[config.mk]
export PLATFORM = sky130hd
export DESIGN_NAME = tri_bus_arbiter_flat
export DESIGN_NICKNAME = d
export VERILOG_FILES = /design/src/rtl/tri_bus_arbiter_if.sv /design/src/rtl/tri_bus_arbiter.sv /design/src/flat_wrapper.sv
export SDC_FILE = /design/constraint.sdc
export NUM_CORES = 1
export LEC_CHECK = 0
export CORE_MARGIN = 3
export CORE_UTILIZATION = 40
export DETAILED_ROUTE_END_ITERATION = 8
export GPL_TIMING_DRIVEN = 1
export PLACE_DENSITY = 0.74
export SKIP_LAST_GASP = 1
export SYNTH_ARGS = -nofsm -noshare
export SYNTH_HDL_FRONTEND = slang
export SYNTH_SLANG_ARGS = --single-unit
[constraint.sdc]
create_clock -name clk -period 2.1 [get_ports clk]
set_clock_uncertainty 0.05 [all_clocks]
set_input_delay 0.63 -clock clk [delete_from_list [all_inputs] [get_ports clk]]
set_output_delay 0.63 -clock clk [all_outputs]
set_load 0.01 [all_outputs]
[src/rtl/tri_bus_arbiter_if.sv]
// Request/grant bundle between the bus requesters and the tri-state arbiter.
// The arbiter side uses the slave modport; requesters use master.
interface tri_bus_arbiter_if #(
   parameter int M = 4
);
   logic [M-1:0]         req;
   logic [M-1:0]         gnt;
   logic [$clog2(M)-1:0] owner;
   logic                 busy;

   modport master (
      output req,
      input  gnt,
      input  owner,
      input  busy
   );

   modport slave (
      input  req,
      output gnt,
      output owner,
      output busy
   );
endinterface

[src/rtl/tri_bus_arbiter.sv]
// Round-robin one-hot enable generator for a shared tri-state bus.
// Define ARB_TIMEOUT_EN to force a release after MAX_HOLD grant cycles.
module tri_bus_arbiter #(
   parameter int N        = 3,
   parameter int M        = 4,
   parameter int MAX_HOLD = 8
) (
   input  logic             clk,
   input  logic             rst_n,
   tri_bus_arbiter_if.slave bus
);
   localparam int PW = $clog2(M);

   typedef enum logic [1:0] {
      IDLE,
      GRANT,
      TURN
   } state_e;

   state_e        state_q, state_d;
   logic [M-1:0]  gnt_q, gnt_d;
   logic [PW-1:0] owner_q, owner_d;
   logic [PW-1:0] ptr_q, ptr_d;
   logic [PW-1:0] win;
   logic [PW:0]   idx;
   logic          busy_q, busy_d;
   logic          any_req;
   logic          timeout;
   logic          release_c;

   if (M < 2 || N < 1 || MAX_HOLD < 1) begin : g_param_chk
      $error("tri_bus_arbiter: illegal parameters");
   end

   assign any_req = |bus.req;

   // Lowest offset from ptr wins; scanning downward lets it overwrite last.
   always_comb begin
      win = ptr_q;
      idx = '0;
      for (int i = M - 1; i >= 0; i--) begin
         idx = {1'b0, ptr_q} + (PW+1)'(i);
         if (idx >= (PW+1)'(M)) idx = idx - (PW+1)'(M);
         if (bus.req[idx]) win = idx[PW-1:0];
      end
   end

`ifdef ARB_TIMEOUT_EN
   localparam int CW = $clog2(MAX_HOLD + 1);

   logic [CW-1:0] cnt_q, cnt_d;

   assign timeout = (cnt_q == CW'(MAX_HOLD));

   always_comb begin
      cnt_d = '0;
      if (state_d == GRANT) begin
         cnt_d = (state_q == GRANT) ? cnt_q + CW'(1) : CW'(1);
      end
   end

   always_ff @(posedge clk or negedge rst_n) begin
      if (!rst_n) cnt_q <= '0;
      else        cnt_q <= cnt_d;
   end
`else
   assign timeout = 1'b0;
`endif

   always_comb begin
      state_d   = state_q;
      gnt_d     = gnt_q;
      owner_d   = owner_q;
      ptr_d     = ptr_q;
      busy_d    = busy_q;
      release_c = 1'b0;
      unique case (state_q)
         GRANT: begin
            release_c = !bus.req[owner_q] || timeout;
            if (release_c) begin
               state_d = TURN;
               gnt_d   = '0;
               busy_d  = 1'b0;
               ptr_d   = (owner_q == PW'(M - 1)) ? '0 : owner_q + PW'(1);
            end
         end
         // IDLE and TURN arbitrate the same way; TURN never lingers.
         default: begin
            gnt_d  = '0;
            busy_d = 1'b0;
            if (any_req) begin
               state_d    = GRANT;
               gnt_d[win] = 1'b1;
               owner_d    = win;
               busy_d     = 1'b1;
            end else begin
               state_d = IDLE;
            end
         end
      endcase
   end

   always_ff @(posedge clk or negedge rst_n) begin
      if (!rst_n) begin
         state_q <= IDLE;
         gnt_q   <= '0;
         owner_q <= '0;
         ptr_q   <= '0;
         busy_q  <= 1'b0;
      end else begin
         state_q <= state_d;
         gnt_q   <= gnt_d;
         owner_q <= owner_d;
         ptr_q   <= ptr_d;
         busy_q  <= busy_d;
      end
   end

   assign bus.gnt   = gnt_q;
   assign bus.owner = owner_q;
   assign bus.busy  = busy_q;
endmodule

[src/flat_wrapper.sv]
// flat-port wrapper written by rule: the top's interface ports become plain ports
module tri_bus_arbiter_flat 
#(
   parameter int N        = 3,
   parameter int M        = 4,
   parameter int MAX_HOLD = 8
)
  (clk, rst_n, bus_req, bus_gnt, bus_owner, bus_busy);
  tri_bus_arbiter_if #(.M(M)) bus_i ();
  input  logic clk;
  input  logic rst_n;
  input wire logic [$bits(bus_i.req)-1:0] bus_req;
  output wire logic [$bits(bus_i.gnt)-1:0] bus_gnt;
  output wire logic [$bits(bus_i.owner)-1:0] bus_owner;
  output wire logic [$bits(bus_i.busy)-1:0] bus_busy;
  assign bus_i.req = bus_req;
  assign bus_gnt = bus_i.gnt;
  assign bus_owner = bus_i.owner;
  assign bus_busy = bus_i.busy;
  tri_bus_arbiter #(.N(N), .M(M), .MAX_HOLD(MAX_HOLD)) u_core (.clk(clk), .rst_n(rst_n), .bus(bus_i));
endmodule
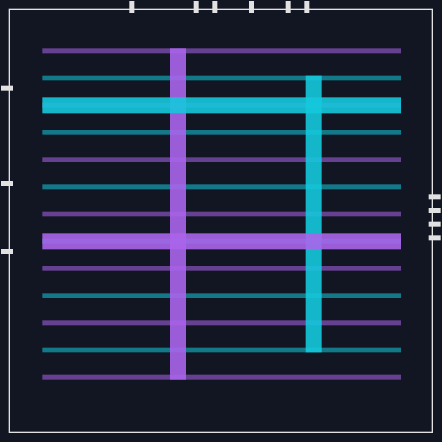
Run 1: supply network
(10 px per µm) Pins as bars on the die edge.
cyan -> VDD
purple -> VSS
met5 straps = 2
met4 straps = 2
signal pins = 13
met1 rails = 13
Core ar.: 1170 µm²
die width: 42.2 µm
die extent in y: 42.2 µm
VDD IR max: 0.000726 V

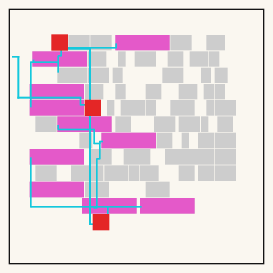
Run 1: clock wires, drivers and flops
(6 px per µm)
red -> cells driving clock nets  # count 3
magenta -> flip-flops  # count 10
cyan -> clock wires  # length 139 µm
routed clock nets = 4

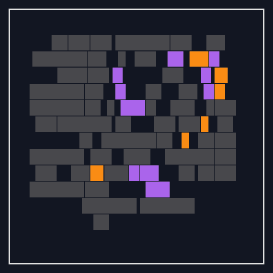
Run 1: selected gate families
(6 px per µm)
purple -> inverting AOI/OAI gates  # cells 10
orange -> NOR gates  # cells 6

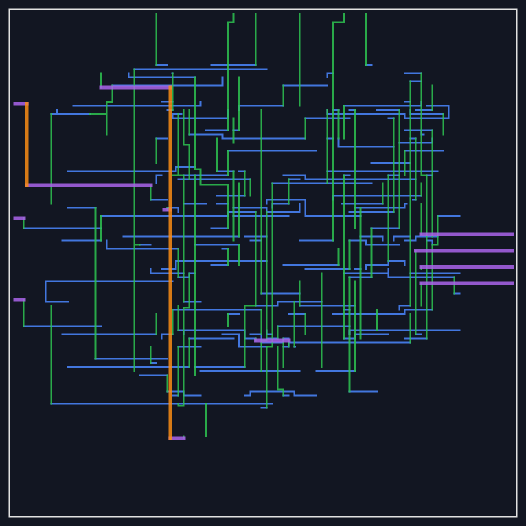
Run 1: metal layers overlaid
(12 px per µm)
orange -> met4  # wire length 36.0 µm
purple -> met3  # wire length 53.4 µm
blue -> met1  # wire length 543 µm
green -> met2  # wire length 519 µm

run 1: kinds of logic (layout without fill, tap and decap cells):
family                     after synthesis  in the layout
AOI/OAI and AO/OA                       15             15
and+or+nand+nor                         15             15
DFF                                     10             10
muxes                                    3              3
adders and majority gates                1              1
buffers and inverters                    1             23
run 1: Yosys cell counts (all sizes together):
| cell type | number |
|---|---|
| and3b | 1 |
| o41ai | 1 |
| o21a | 1 |
| nor2b | 2 |
| or2b | 1 |
| a211o | 1 |
| dfrtp | 10 |
| nand2 | 2 |
| o211ai | 1 |
| mux4 | 1 |
| ha | 1 |
| a22o | 2 |
| a21boi | 2 |
| inv | 1 |
| nor2 | 3 |
| mux2 | 2 |
| or4 | 1 |
| or2 | 1 |
| and2b | 2 |
| a21oi | 1 |
| o21ai | 5 |
| nor3 | 1 |
| o211a | 1 |
| nand3 | 1 |
run 1: cell usage in the layout, fill, tap and decap left out, drive strengths merged, types with 2 or more instances in the layout:
cell / netlist / routed
nor2b: 2 / 2
buf: 0 / 6
a22o: 2 / 2
clkdlybuf4s50: 0 / 12
o21ai: 5 / 5
clkbuf: 0 / 4
mux2: 2 / 2
nor2: 3 / 3
and2b: 2 / 2
dfrtp: 10 / 10
a21boi: 2 / 2
nand2: 2 / 2
run 1: where the power goes:
group | total [mW] | internal (mW) | leakage, nW | switching (mW)
registers | 0.362 | 0.282 | 0.125 | 0.0801
clock network | 0.172 | 0.105 | 0.0210 | 0.0671
logic | 0.516 | 0.300 | 0.183 | 0.216
run 1: layer usage:
layer / routed length, µm / part of all wire [%] / global-route usage, % / vias up
met1: 543 / 47 / 19.6 / 209
met2: 518 / 45 / 22.2 / 12
met4: 36 / 3.1 / 11.2 / 0
met3: 53 / 4.6 / 4.29 / 5
met5: 0 / 0 / 0 / -
li1: - / - / - / 213
==> flow_summary.ini, run 1 <==
; synthesis and place-and-route metrics
[placed_design]
dp_cells = 77
portBuffers = 12
gp_congestion = 0.913
place_ws_ns = -0.215
placed_area_um2 = 706

[synthesis]
synth.avg_cell_area_um2 = 11.6
simple_gate_share_pct = 18.7
ys_sh_xor_pct = 0
yosys_warnings = 0
synth_adder_area_share_pct = 2.39
ys_cells = 45
yosys-top-cells-area = dfrtp_1 48%, a21boi_2 4.3%, mux4_2 4.3%
ys_seq_share_pct = 47.8
synth_top_area_share_pct = 47.8
mux_area_share_pct = 8.61
synth.cell_area_um2 = 523
ys_top_logic_family = AND-OR/OR-AND gates
yosysTopAreaCell = dfrtp_1
synth-compound-area-share_pct = 21.8
syn_nets = 52
synth_cell_type_count = 28

[finish]
clock_area_share_pct = 4.87
comb_share_pct = 36.5
seq_share_pct = 33.6
fillers = 108
signal_buffers = 18
largest_register_ff_count = 4
seqCellArea_um2 = 250
area_growth_pct = 42.3
nonClkBufAreaFrac_pct = 22.2
flops = 10
fin_util_pct = 63.6
drive_gt1_share_pct = 31.3
clock_buffers = 4
fin_cells = 81
nets = 75
inverters = 1
dominant_cells = logic gates

[setup_path]
regToRegSetupSlack_ns = 0.45
critPathTopFamily = multiplexers
slowest_stage = mux4_2
cp.depth = 4
setup.worst_path.end_class = flip-flop
worstSetupStartpointType = input pin
rr_startpoint = u_core.bus.owner[0]$_DFFE_PN0P_
max_stage_delay_ns = 0.55
crit_buf_inv = 1
crit_path_max_fanout = 4
worst_ep_arrival_time_ns = 2.11
criticalPathCategory = in2reg
required_ns = 2.20
r2r_cells = 3
crit_path_end = u_core.ptr_q[1]$_DFFE_PN0P_

[final_timing]
setup_violations = 0
fin_crit_sh_pct = 95.4
hold_viol = 0
slew_headroom_pct = 71.0
tightest_slew_ns = 0.434
slew_violations = 0
fmax_mhz = 499
rsz0062_at_grt = no
finalSetupTns_ns = 0
min_period_ns = 2.00
whs_ns = 0.440

[route]
drt-initial-drc-count = 4
drt-pass1-iter-count = 4
drc_errors = 0
num_vias = 439
drt_wl_total_mm = 1.15
viasPerCell = 5.42
wl_per_cell_um = 14.2
postRouteAntennaNets = 0

[cts]
htreeDepth = 1
root_buffer = clkbuf_4
cts_sinks = 10
clk_latency_ns = 0.27
cts_made_buffers = 3
clkSlewWorstSetupHoldPaths_ns = 0.07
cts_buffer_depth = 2
cts_setup_buffers = 0
post_cts_resized = 0
cts_tree = built
cts_hold_buf = 0

[worst_hold_path]
min_path_type = reg2reg
hp-start = u_core.bus.gnt[1]$_DFFE_PN0P_
hold-path-endpoint = u_core.bus.gnt[1]$_DFFE_PN0P_
worstHoldPathCells = 2

[global_routing]
grt.overflow.total = 0
grt_max_degree = 11
antenna_found_initial = 0
grt_usage_pct = 15.5
grt_pass1_vias = 442

[run_status]
status = finished clean

[power_and_ir_drop]
p_leak_nw = 0.329
p_total_mw = 1.05

[floorplan]
ios = 13
rows = 12
initial_core_util_pct = 44.7
taps = 14
die_area_um2 = 1780

[run]
warnings = 26
--- run 2 (diff from run 1) ---
CAP_MARGIN = 5   (was default)
CORE_AREA = 3 3 40 42   (was default)
CORE_MARGIN = default   (was 3)
CORE_UTILIZATION = default   (was 40)
DIE_AREA = 0 0 43 45   (was default)
PLACE_DENSITY = 0.73   (was 0.74)
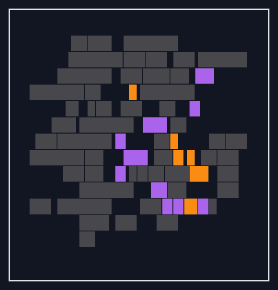
Run 2: selected gate families
(6 px per µm)
purple -> inverting AOI/OAI gates  # cells 10
orange -> NOR gates  # cells 6

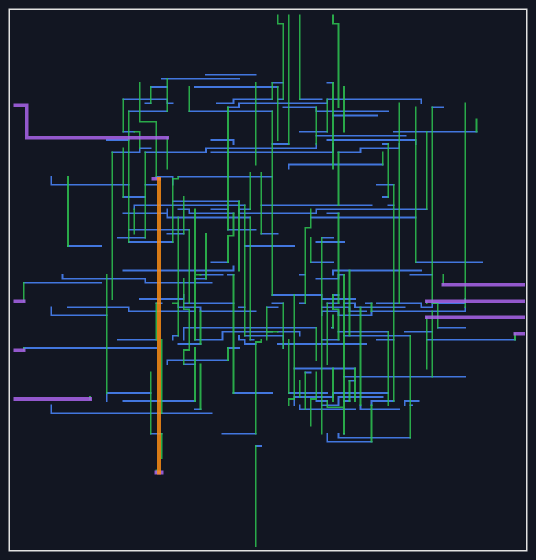
Run 2: metal layers overlaid
(12 px per µm)
green -> met2  # wire length 552 µm
orange -> met4  # wire length 24.5 µm
blue -> met1  # wire length 567 µm
purple -> met3  # wire length 46.9 µm

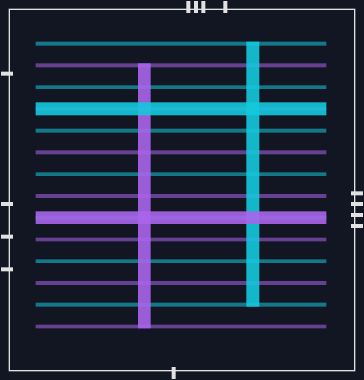
Run 2: supply network
(8 px per µm) Pins as bars on the die edge.
purple -> VSS
cyan -> VDD
signal pins = 13
met1 rails = 14
met4 straps = 2
rows = 13

==> run 2 against run 1 <==
Compared with the run above: global-route usage shrank 1.5 points; sequential power about the same; cell area down 0.17%; fmax fell by 1.6%; first-iteration DRC count rose by 50%; critical path type unchanged; highest routed layer unchanged.
==> flow_summary.ini, run 2 <==
; synthesis and place-and-route metrics
[final_timing]
setup_violations = 0
fmax_mhz = 492
rsz0062_at_grt = no
tightest_slew_ns = 0.452
min_period_ns = 2.03
slew_violations = 0
slew_headroom_pct = 69.8
fin_crit_sh_pct = 96.9
hold_viol = 0
finalSetupTns_ns = 0

[setup_path]
required_ns = 2.20
crit_path_max_fanout = 5
max_stage_delay_ns = 0.54
setup.worst_path.end_class = flip-flop
worst_ep_arrival_time_ns = 2.14
slowest_stage = mux4_2
criticalPathCategory = in2reg

[synthesis]
mux_area_share_pct = 8.61
syn_nets = 52
synth_top_area_share_pct = 47.8
ys_sh_xor_pct = 0
ys_top_logic_family = AND-OR/OR-AND gates
synth.avg_cell_area_um2 = 11.6
yosys-top-cells-area = dfrtp_1 48%, a21boi_2 4.3%, mux4_2 4.3%
ys.flop_type = dfrtp_1
synth_adder_area_share_pct = 2.39
synth-edff-count = 0
synth-compound-area-share_pct = 21.8
ys_cells = 45
yosys_warnings = 0
syn_inst = 45
synth.cell_area_um2 = 523
ys_seq_share_pct = 47.8
synthArstFlopShare_pct = 100
top_cell = dfrtp_1
yosysTopAreaCell = dfrtp_1
simple_gate_share_pct = 18.7

[cts]
cts_buffer_depth = 2
cts_hold_buf = 0
cts_sinks = 10
htreeDepth = 1
root_buffer = clkbuf_4
clk_latency_ns = 0.27
clkSlewWorstSetupHoldPaths_ns = 0.07
cts_tree = built

[global_routing]
grt_usage_pct = 14.0
top_usage_layer = met2
grt_max_degree = 11
antenna_found_initial = 0
grt.overflow.total = 0
met2_usage_pct = 21.3
grt_pass1_vias = 434
grt_use_met3_pct = 1.20
grt_use_met1_pct = 18.4

[route]
wl_per_cell_um = 14.5
wl_met2_um = 551
wl_met1_um = 567
wl_met3_um = 46
drt_wl_total_mm = 1.19
drt-initial-drc-count = 6
drt-pass1-iter-count = 2
postRouteAntennaNets = 0
drc_errors = 0
num_vias = 433

[floorplan]
ios = 13
rows = 13
coreArea_um2 = 1280
die_w_um = 43
die_area_um2 = 1940
initial_core_util_pct = 40.7

[finish]
final_cell_mix = 12 x clkdlybuf4s50_1, 10 x dfrtp_1, 6 x buf_4
final_common_cell = clkdlybuf4s50_1
nets = 75
largest_register_ff_count = 4
drive_gt1_share_pct = 29.9
area_growth_pct = 42.1
antennaDiodeCount = 0

[run_status]
status = finished clean

[power_and_ir_drop]
ir_drop_v = 0.000585
p_leak_nw = 0.329
p_total_mw = 1.05

[placed_design]
gp_congestion = 0.771
placed_area_um2 = 707
portBuffers = 12

[run]
warnings = 26

[worst_hold_path]
min_path_type = reg2reg
[run 2: cell counts after synthesis]
Identical to the previous run, type by type.
[run 2: metrics by stage]
stage                     worst slack, ns  cells  util (%)  hold WS (ns)
after detailed placement           -0.228     78      55.0         0.434
after floorplan                     0.361     45         -         0.284
after CTS                          0.0570     82      57.8         0.454
after global placement             -0.199     78      55.0         0.427
after global routing               0.0214     82      57.8         0.485
final                              0.0655     82      57.8         0.447
[run 2: worst paths after layout]
check / startpoint / end / slack (ns) / depth (start not counted)
max reg2reg: u_core.bus.owner[0]$_DFFE_PN0P_ / u_core.ptr_q[1]$_DFFE_PN0P_ / 0.41 / 3
max in group asynchronous: rst_n / u_core.bus.gnt[1]$_DFFE_PN0P_ / 1.06 / 1
min: u_core.bus.gnt[1]$_DFFE_PN0P_ / u_core.bus.gnt[1]$_DFFE_PN0P_ / 0.45 / 2
max: bus_req[0] / u_core.ptr_q[1]$_DFFE_PN0P_ / 0.07 / 4
min reg2reg: u_core.bus.gnt[1]$_DFFE_PN0P_ / u_core.bus.gnt[1]$_DFFE_PN0P_ / 0.45 / 2
min in group asynchronous: rst_n / u_core.ptr_q[0]$_DFFE_PN0P_ / 0.62 / 1
[run 2: layout make-up]
class / count / area, µm²
Fill cell: 116 / 542
Sequential cell: 10 / 250
Tap cell: 15 / 18.8
Clock buffer: 4 / 36.3
Inverter: 1 / 3.75
Multi-Input combinational cell: 34 / 269
Timing Repair Buffer: 18 / 165
[run 2: worst max-delay path, delay by kind of cell]
family / cells / cell delay (ns)
multiplexers: 2 / 0.87
buffers and inverters: 1 / 0.48
AND/OR/NAND/NOR: 1 / 0.16
[run 2: where the power goes]
group / switching (mW) / internal, mW
clock: 0.0659 / 0.105
sequential: 0.0803 / 0.282
combinational: 0.216 / 0.300
total: 0.362 / 0.687
Run 2, clock wires, drivers and flops:
(6 px per µm)
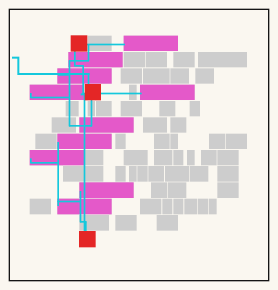

--- run 3 (diff from run 2) ---
clock period = 2.49 ns   (was 2.1 ns; I/O delays follow)
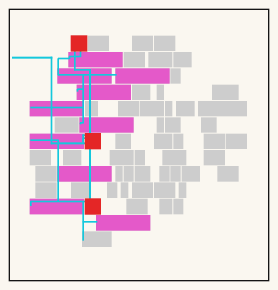
Run 3: clock wires, drivers and flops
(6 px per µm)
cyan -> clock wires  # length 133 µm
red -> cells driving clock nets  # count 3
magenta -> flip-flops  # count 10
routed clock nets = 4
clock distribution power: 0.143 mW
clk_lat worst skew: 0.26 ns

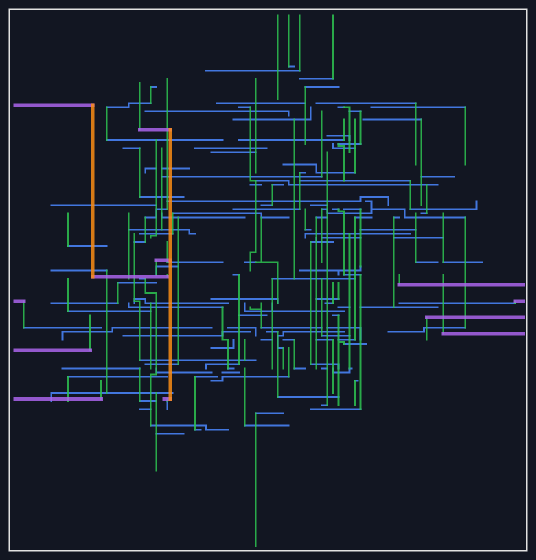
Run 3: metal layers overlaid
(12 px per µm)
orange -> met4  # wire length 36.7 µm
purple -> met3  # wire length 56.4 µm
blue -> met1  # wire length 542 µm
green -> met2  # wire length 453 µm
per-cell routed wire length: 13.9 µm
All-Layer GR Usage: 14.4%
Routed WL: 1.09 mm
vias: 415

==> run 3 against run 2 <==
Compared with the run above: global-route usage is 0.48 points higher; sequential share of layout area is 1.4 points higher; worst setup slack better by 0.23 ns; clock power is 16% lower; non-clock buffer count is 4 lower; sequential cell count stayed put; worst hold slack worse by 0.0045 ns; power is 17% lower; critical path depth stayed put; critical path type unchanged; largest cell class unchanged.
==> flow_summary.ini, run 3 <==
; synthesis and place-and-route metrics
[cts]
cts_setup_buffers = 0
htreeDepth = 1
clkSlewWorstSetupHoldPaths_ns = 0.06
cts_buffer_depth = 2
cts_hold_buf = 0
root_buffer = clkbuf_4
cts_sinks = 10
post_cts_resized = 0
cts_tree = built

[setup_path]
critPathTopFamily = multiplexers
required_ns = 2.59
worst_ep_arrival_time_ns = 2.29
worstSetupStartpointType = input pin
slowest_stage = mux4_2
setup.worst_path.end_class = flip-flop
max_stage_delay_ns = 0.54
crit_path_max_fanout = 5
crit_buf_inv = 1
criticalPathCategory = in2reg

[synthesis]
ys_seq_share_pct = 47.8
synth-edff-count = 0
syn_nets = 52
ys_cells = 45
synth_top_area_share_pct = 47.8
synth-compound-area-share_pct = 21.8
syn_inst = 45
synth.avg_cell_area_um2 = 11.6
ys_top_logic_family = AND-OR/OR-AND gates
ys.flop_type = dfrtp_1
simple_gate_share_pct = 18.7
mux_area_share_pct = 8.61
synthArstFlopShare_pct = 100
synth_cell_type_count = 28
yosysTopAreaCell = dfrtp_1
synth.cell_area_um2 = 523
yosys-top-cells-area = dfrtp_1 48%, a21boi_2 4.3%, mux4_2 4.3%
top_cell = dfrtp_1
synth_adder_area_share_pct = 2.39
yosys_warnings = 0
ys_sh_xor_pct = 0

[placed_design]
dp_hpwl_um = 832
portBuffers = 12
placed_area_um2 = 677
gp_congestion = 0.855

[global_routing]
grt.overflow.total = 0
grt_pass1_vias = 455
antenna_found_initial = 0
grt_max_degree = 11

[final_timing]
fmax_mhz = 457
slew_violations = 0
setup_violations = 0
min_period_ns = 2.19
tightest_slew_ns = 0.449
hold_viol = 0
finalSetupTns_ns = 0
rsz0062_at_grt = no
whs_ns = 0.442
fin_crit_sh_pct = 88.0
slew_headroom_pct = 70.0

[floorplan]
coreArea_um2 = 1280
die_w_um = 43
die_area_um2 = 1940
rows = 13
ios = 13
initial_core_util_pct = 40.7

[power_and_ir_drop]
p_total_mw = 0.867
ir_drop_v = 0.000513
p_leak_nw = 0.310

[worst_hold_path]
min_path_type = reg2reg

[finish]
area_growth_pct = 36.4
nets = 71
final_cell_mix = 12 x clkdlybuf4s50_1, 10 x dfrtp_1, 4 x o21ai_0, 3 x nor2_1, 3 x clkbuf_4
largest_register_ff_count = 4
drive_gt1_share_pct = 25.4
antennaDiodeCount = 0

[run_status]
status = finished clean

[run]
maxCapViolations = 0
warnings = 26

[route]
drt-initial-drc-count = 2
drc_errors = 0
postRouteAntennaNets = 0
drt-pass1-iter-count = 2
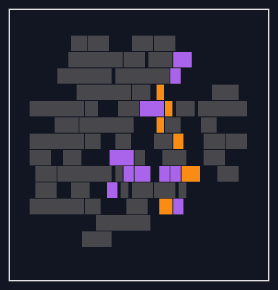
Run 3: selected gate families
(6 px per µm)
purple -> inverting AOI/OAI gates  # cells 10
orange -> NOR gates  # cells 6, where center
Top cell excl fill/tap: clkdlybuf4s50_1
multi-input combinational area share: 37.7%

-- run 3: metrics by stage --
step           setup WS (ns)  cells  util (%)
3_3_place_gp          0.0541     74      52.7
6_report               0.300     78      55.5
2_1_floorplan          0.634     45         -
3_5_place_dp          0.0150     74      52.7
5_1_grt                0.211     78      55.5
4_1_cts                0.291     78      55.5
-- run 3: final timing paths --
path	slack [ns]	cells after the start	end	from
max	0.30	4	u_core.ptr_q[1]$_DFFE_PN0P_	bus_req[2]
min reg2reg	0.44	2	u_core.bus.gnt[1]$_DFFE_PN0P_	u_core.bus.gnt[1]$_DFFE_PN0P_
min in group asynchronous	0.75	1	u_core.bus.gnt[3]$_DFFE_PN0P_	rst_n
min	0.44	2	u_core.bus.gnt[1]$_DFFE_PN0P_	u_core.bus.gnt[1]$_DFFE_PN0P_
max in group asynchronous	1.34	1	u_core.bus.owner[0]$_DFFE_PN0P_	rst_n
max reg2reg	0.78	3	u_core.ptr_q[1]$_DFFE_PN0P_	u_core.bus.owner[0]$_DFFE_PN0P_
-- run 3: area by class of cell --
class | instances | area [µm²]
clock buffers | 4 | 36.3
fillers | 113 | 572
inverters | 1 | 3.75
multi-input cells | 34 | 269
flip-flops and latches | 10 | 250
well taps | 15 | 18.8
repair buffers | 14 | 135
-- run 3: report_power, final --
| part | internal, mW | switching, mW |
|---|---|---|
| Clock | 0.0888 | 0.0545 |
| Sequential | 0.238 | 0.0654 |
| Combinational | 0.242 | 0.178 |
-- run 3: layer usage --
metal  global-route usage, %  vias up  part of all wire (%)  wire length, µm
met3                    1.99        5                   5.2               56
met1                    20.4      192                    50              541
met2                    20.1       11                    42              453
li1                        -      207                     -                -
met5                       0        -                     0                0
met4                    10.8        0                   3.3               36
Power is estimated from default activity; no workload was simulated.
